<file path="src/rtl/ssd_pkg.sv">
// Shared types and helpers for the 7-segment scan controller.
//   state_e   : binary-to-BCD converter FSM states
//   bcd_t     : one BCD digit
//   bcd4_t    : four packed BCD digits, digit 0 in bits [3:0]
//   add3_all  : double-dabble correction step (+3 on every nibble >= 5)
package ssd_pkg;

  typedef enum logic [1:0] {
    IDLE   = 2'd0,
    CONV   = 2'd1,
    UPDATE = 2'd2
  } state_e;

  localparam int unsigned N_DIGITS = 4;
  localparam int unsigned DIGIT_W  = 4;

  typedef logic [DIGIT_W-1:0]          bcd_t;
  typedef logic [N_DIGITS*DIGIT_W-1:0] bcd4_t;

  // Apply the add-3 correction to every BCD nibble ahead of a shift.
  function automatic bcd4_t add3_all(input bcd4_t v);
    bcd4_t r;
    bcd_t  n;
    r = v;
    for (int unsigned i = 0; i < N_DIGITS; i++) begin
      n = v[i*DIGIT_W +: DIGIT_W];
      r[i*DIGIT_W +: DIGIT_W] = (n >= 4'd5) ? bcd_t'(n + 4'd3) : n;
    end
    return r;
  endfunction

endpackage

</file>
<file path="src/rtl/bin2bcd_seq.sv">
// Sequential double-dabble binary-to-BCD converter.
//   clk, rst : clock, synchronous active-high reset
//   bin_in   : binary value, captured on load while idle
//   load     : start strobe, ignored unless idle
//   busy     : conversion in progress (including the update cycle)
//   done     : one-cycle pulse while bcd holds the finished result
//   bcd      : BCD accumulator, valid when done=1
module bin2bcd_seq
  import ssd_pkg::*;
#(
  parameter int unsigned BIN_W = 8
) (
  input  logic             clk,
  input  logic             rst,
  input  logic [BIN_W-1:0] bin_in,
  input  logic             load,
  output logic             busy,
  output logic             done,
  output logic [15:0]      bcd
);

  localparam int unsigned CNT_W = $clog2(BIN_W);

  state_e             state_q, state_d;
  logic [BIN_W-1:0]   bin_q, bin_d;
  logic [15:0]        bcd_q, bcd_d;
  logic [CNT_W-1:0]   cnt_q, cnt_d;
  logic               busy_q, busy_d;
  logic               done_q, done_d;

  // Next-state and datapath: one add-3/shift iteration per CONV cycle.
  always_comb begin
    state_d = state_q;
    bin_d   = bin_q;
    bcd_d   = bcd_q;
    cnt_d   = cnt_q;
    busy_d  = busy_q;
    done_d  = 1'b0;
    case (state_q)
      IDLE: begin
        if (load) begin
          bin_d   = bin_in;
          bcd_d   = '0;
          cnt_d   = '0;
          busy_d  = 1'b1;
          state_d = CONV;
        end
      end
      CONV: begin
        {bcd_d, bin_d} = {add3_all(bcd_q), bin_q} << 1;
        cnt_d = cnt_q + 1'b1;
        // done is registered, so raise it on the way into UPDATE.
        if (cnt_q == CNT_W'(BIN_W - 1)) begin
          state_d = UPDATE;
          done_d  = 1'b1;
        end
      end
      UPDATE: begin
        busy_d  = 1'b0;
        state_d = IDLE;
      end
      default: begin
        busy_d  = 1'b0;
        state_d = IDLE;
      end
    endcase
  end

  // State and datapath registers.
  always_ff @(posedge clk) begin
    if (rst) begin
      state_q <= IDLE;
      bin_q   <= '0;
      bcd_q   <= '0;
      cnt_q   <= '0;
      busy_q  <= 1'b0;
      done_q  <= 1'b0;
    end else begin
      state_q <= state_d;
      bin_q   <= bin_d;
      bcd_q   <= bcd_d;
      cnt_q   <= cnt_d;
      busy_q  <= busy_d;
      done_q  <= done_d;
    end
  end

  assign busy = busy_q;
  assign done = done_q;
  assign bcd  = bcd_q;

endmodule

</file>
<file path="src/rtl/ssd_scan_ctrl.sv">
// Binary value to 4-digit multiplexed common-anode display feeder.
//   clk, rst   : clock, synchronous active-high reset
//   bin_in     : binary value to display, captured on load
//   load       : one-cycle strobe, accepted only when busy=0
//   busy       : conversion in progress
//   conv_done  : one-cycle pulse when the display register updates
//   digit_out  : BCD digit of the current slot (decoder input)
//   an_out     : active-low anode enables, bit k = slot k (slot 0 = ones)
module ssd_scan_ctrl
  import ssd_pkg::*;
#(
  parameter int unsigned BIN_W       = 8,
  parameter int unsigned REFRESH_DIV = 100_000,
  parameter bit          BLANK_LZ    = 1'b1
) (
  input  logic             clk,
  input  logic             rst,
  input  logic [BIN_W-1:0] bin_in,
  input  logic             load,
  output logic             busy,
  output logic             conv_done,
  output logic [3:0]       digit_out,
  output logic [3:0]       an_out
);

  localparam int unsigned REF_W = $clog2(REFRESH_DIV);

  logic [15:0]      conv_bcd;
  logic [15:0]      disp_q, disp_d;
  logic [REF_W-1:0] ref_q, ref_d;
  logic [1:0]       slot_q, slot_d;
  logic             z1, z2, z3;
  logic             blank;

  bin2bcd_seq #(
    .BIN_W (BIN_W)
  ) u_bin2bcd (
    .clk    (clk),
    .rst    (rst),
    .bin_in (bin_in),
    .load   (load),
    .busy   (busy),
    .done   (conv_done),
    .bcd    (conv_bcd)
  );

  // Display register load and free-running slot scanner.
  always_comb begin
    disp_d = conv_done ? conv_bcd : disp_q;
    ref_d  = ref_q + 1'b1;
    slot_d = slot_q;
    if (ref_q == REF_W'(REFRESH_DIV - 1)) begin
      ref_d  = '0;
      slot_d = slot_q + 2'd1;
    end
  end

  always_ff @(posedge clk) begin
    if (rst) begin
      disp_q <= '0;
      ref_q  <= '0;
      slot_q <= '0;
    end else begin
      disp_q <= disp_d;
      ref_q  <= ref_d;
      slot_q <= slot_d;
    end
  end

  // zK: digits K..3 are all zero, i.e. slot K is a leading zero.
  always_comb begin
    z3 = (disp_q[15:12] == 4'd0);
    z2 = z3 && (disp_q[11:8] == 4'd0);
    z1 = z2 && (disp_q[7:4] == 4'd0);
  end

  // Slot decode: digit select plus leading-zero anode suppression.
  always_comb begin
    digit_out = disp_q[3:0];
    blank     = 1'b0;
    case (slot_q)
      2'd0: begin
        digit_out = disp_q[3:0];
        blank     = 1'b0;
      end
      2'd1: begin
        digit_out = disp_q[7:4];
        blank     = z1;
      end
      2'd2: begin
        digit_out = disp_q[11:8];
        blank     = z2;
      end
      default: begin
        digit_out = disp_q[15:12];
        blank     = z3;
      end
    endcase
    an_out = (BLANK_LZ && blank) ? 4'b1111 : ~(4'b0001 << slot_q);
  end

endmodule
</file>
<file path="config.mk">
export PLATFORM = sky130hd
export DESIGN_NAME = ssd_scan_ctrl
export DESIGN_NICKNAME = d
export VERILOG_FILES = /design/src/rtl/ssd_pkg.sv /design/src/rtl/bin2bcd_seq.sv /design/src/rtl/ssd_scan_ctrl.sv
export SDC_FILE = /design/constraint.sdc
export NUM_CORES = 1
export LEC_CHECK = 0
export ABC_AREA = 1
export CAP_MARGIN = 10
export CORE_UTILIZATION = 50
export DETAILED_ROUTE_END_ITERATION = 16
export GPL_TIMING_DRIVEN = 0
export HOLD_SLACK_MARGIN = 0.12
export PLACE_DENSITY = 0.69
export SKIP_LAST_GASP = 1
export SLEW_MARGIN = 30
export SYNTH_ARGS = -nofsm -noshare
export SYNTH_HDL_FRONTEND = slang
export SYNTH_SLANG_ARGS = --single-unit
</file>
<file path="constraint.sdc">
create_clock -name clk -period 3.94 [get_ports clk]
set_input_delay 0.394 -clock clk [delete_from_list [all_inputs] [get_ports clk]]
set_output_delay 0.394 -clock clk [all_outputs]
set_load 0.005 [all_outputs]
</file>
### Placed standard cells

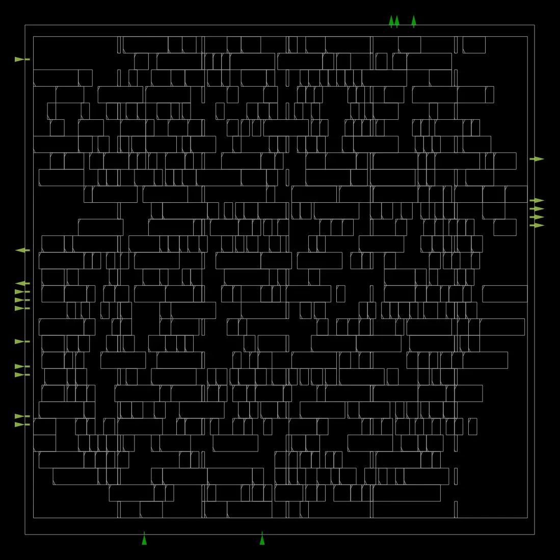
final core occ: 59.9%
Layout Cells excl Fill: 563

==> flow_summary_export.csv <==
group,metric,value,unit
detailed_routing,wl_per_cell,12.1,um
placement,place_hpwl,5030,um
synthesis,synth_cell_types,30,
global_routing,grt_pass1_wl,11800,um
power,p_switching,0.309,mW
setup_path,cp_cell_sequence,"inv_1, ha_1, inv_1, o22ai_1, a21oi_1, o21ai_0, clkdlybuf4s50_1",
power,comb_power,0.0746,mW
floorplanning,chip_area,6970,um^2
floorplanning,rows,29,
placement,dp_cells,547,
final_layout,n_antenna_cell,0,
placement,dpl_worst_slack,1.86,ns
floorplanning,fp_util,52.0,%
final_layout,layout.nets,508,
synthesis,ys_ff,66,
power,leakage,1.57,nW
synthesis,syn_area_per_cell,7.38,um^2
final_layout,mi_logic_area,1710,um^2
synthesis,ys_cells,450,
detailed_routing,drc_errors,0,
setup_path,crit_path_top_delay_cell,"clkdlybuf4s50_1",
detailed_routing,drt-initial-drc-count,129,
setup_path,critPathMaxStageDelay,0.52,ns
global_routing,grtUsageTotal,20.9,%
floorplanning,coreArea,6390,um^2
synthesis,syn_nets,477,
clock_network,h-tree-depth,3,
setup_path,required,3.55,ns
job,drv_cap,0,
status,status,"finished, final reports clean",
floorplanning,die_y,83.5,um
setup_path,reg2reg_slack,2.53,ns
timing,tightest_slew,0.510,ns
timing,setup_tns,0,ns
timing,period_used_share,61.6,%
synthesis,netlist_area,3320,um^2
power,pg_clk,0.582,mW
min_path,min_path_type,"flop to flop",
setup_path,reg2reg_depth,7,
global_routing,grt_pass1_vias,2688,
timing,fmax,412,MHz
clock_network,ctsHoldBuffers,0,
clock_network,clock_sinks,66,
timing,period_needed,2.43,ns
synthesis,ys.warnings.count,0,
timing,relSlewSlack,66.0,%
setup_path,path_class,"flop to output pin",
power,p_total,1.35,mW
power,clockPowerShare,43.3,%
final_layout,fin_area,3820,um^2
setup_path,worstPathMaxFanout,5,
synthesis,syn_inst,450,
power,p_int,1.04,mW
placement,gp_congestion,0.800,
timing,finalSetupViolations,0,
placement,placed_area,3620,um^2
global_routing,grt-ovfl-total,0,
detailed_routing,final_antenna_net_count,0,
timing,slew_violations,0,
clock_network,cts-root-buf,"clkbuf_8",
min_path,hold-path-cell-count,1,
setup_path,crit_path_start_kind,"flop",
final_layout,nFillCells,579,
placement,io_buffer_count,20,
global_routing,grt_max_degree,12,
synthesis,yosysChipArea,3320,um^2
job,tool_warnings,34,
timing,clock_skew,0.00905,ns
timing,rsz0062_at_grt,"false",
clock_network,cts.clk_slew.worst_paths,0.07,ns
setup_path,arrival,2.03,ns
final_layout,area_delta_synth_final,15.1,%
timing,timing.final.ws_setup,1.51,ns
detailed_routing,firstDrtPassIters,4,
clock_network,clkLatencyLatePin,0.34,ns
clock_network,cts_resized,0,
power,power.group.top,"registers",
power,sw_frac_of_total,23.0,%
final_layout,flop_area,1320,um^2
setup_path,crit_path_end_kind,"output pin",
detailed_routing,drt-vias-per-instance,5.22,
clock_network,cts_setup_buffers,0,
timing,whs,0.451,ns
global_routing,antenna_found_initial,0,
power,power.density,352,nW/um^2
floorplanning,ioPinCount,21,
clock_network,cts_tree,"built",
floorplanning,die_w,83.5,um
power,vdd_drop_max,0.211,mV
power,p_seq_share,51.2,%
setup_path,crit_top_cell,"inv_1",
synthesis,synth_seq_share,39.8,%
timing,hold_viol,0,
clock_network,cts_buffer_depth,2,
power,powerSeq,0.689,mW
power,p_comb_share,5.5,%
final_layout,drive_gt1_share,11.5,%
clock_network,cts_buffers,9,
### Signal wires on met2

(3 px per um) Cells faint in the background.
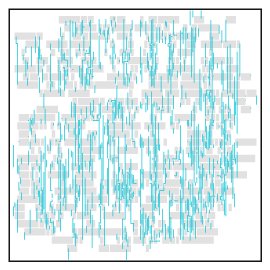
The wires run mostly vertical. 400 nets have wire on it. The layer holds 43% of the routed length.
Post-Route WL: 6830 um
DR vias: 2938
GR Util met2: 32.4%

layer usage:
metal	share of wire (%)	global-route usage, %
met1	52	28.9
met2	43	32.4
met3	3.5	3.76
met4	1.6	8.63
met5	0	0
Yosys cell counts:
cell type | number | area (um^2)
nand2_1 | 92 | 345
clkbuf_1 | 6 | 22.5
nor2_2 | 15 | 93.8
o21ai_0 | 40 | 200
buf_2 | 3 | 15.0
inv_1 | 54 | 203
nor2_1 | 28 | 105
buf_12 | 1 | 20.0
nor2_4 | 4 | 45.0
ha_1 | 16 | 200
xnor2_1 | 6 | 52.6
a21oi_2 | 1 | 8.76
inv_2 | 5 | 18.8
nor4_1 | 1 | 6.26
nand3_1 | 24 | 120
xor2_1 | 3 | 26.3
nor2_8 | 1 | 20.0
o211ai_1 | 6 | 45.0
o21ai_1 | 2 | 10.0
o22ai_1 | 2 | 12.5
nand4_1 | 12 | 75.1
a21oi_1 | 49 | 245
nand2_2 | 5 | 31.3
a31oi_1 | 1 | 6.26
nand2_4 | 3 | 33.8
buf_4 | 1 | 7.51
clkbuf_2 | 1 | 5.00
dfxtp_1 | 66 | 1320
nand3_4 | 1 | 17.5
nor3b_1 | 1 | 7.51
kinds of logic (layout without fill, tap and decap cells):
family	Yosys count	in the layout	synth area share, %
buffers and inverters	71	107	8.78
adder cells (fa/ha/maj)	16	16	6.03
flip-flops	66	66	39.8
XOR/XNOR	9	9	2.37
AND/OR/NAND/NOR	187	187	27.1
AND-OR/OR-AND	101	101	15.9
path summary, 6_finish.rpt:
kind | startpoint | end
min reg2reg | ref_q[0] | ref_q[0]
max reg2reg | ref_q[0] | ref_q[9]
max | slot_q[1] | digit_out[0]
min | ref_q[0] | ref_q[0]
placed cells by master, fill, tap and decap left out, types with 2 or more instances in the layout:
cell              n
clkinvlp_4        2
xor2_1            3
ha_1             16
a21oi_1          49
nor2_2           15
clkbuf_8         11
clkdlybuf4s50_1  20
xnor2_1           6
dfxtp_1          66
nand2_1          92
inv_1            54
nor2_1           28
nand3_1          24
nand2_2           5
nand2_4           3
nor2_4            4
nand4_1          12
o22ai_1           2
o211ai_1          6
buf_2             3
o21ai_0          40
inv_2             5
o21ai_1           2
clkbuf_1          7
state kept, by name (all words and copies together) (netlist names):
register,cells
u_bin2bcd.busy,1
slot_q,2
u_bin2bcd.cnt_q,3
u_bin2bcd.bcd,16
disp_q,16
u_bin2bcd.bin_q,8
u_bin2bcd.done,1
ref_q,17
u_bin2bcd.state_q,2
area by class of cell:
| cell class | count | area share, % |
|---|---|---|
| sequential | 66 | 34.6 |
| timing repair buffer | 20 | 5.24 |
| clock inverter | 4 | 1.31 |
| clock buffer | 12 | 4.06 |
| buffer | 12 | 1.83 |
| inverter | 59 | 5.79 |
| multi-input combinational | 313 | 44.7 |
| tap | 77 | 2.52 |
critical path, delay by kind of cell, from the launching register on:
family | cells | cell delay (ns)
buffers and inverters | 3 | 0.70
adders and majority gates | 1 | 0.26
DFF | 1 | 0.34
AOI/OAI and AO/OA | 3 | 0.39
Power figures rest on the tool's default switching activity, not on a simulated workload.
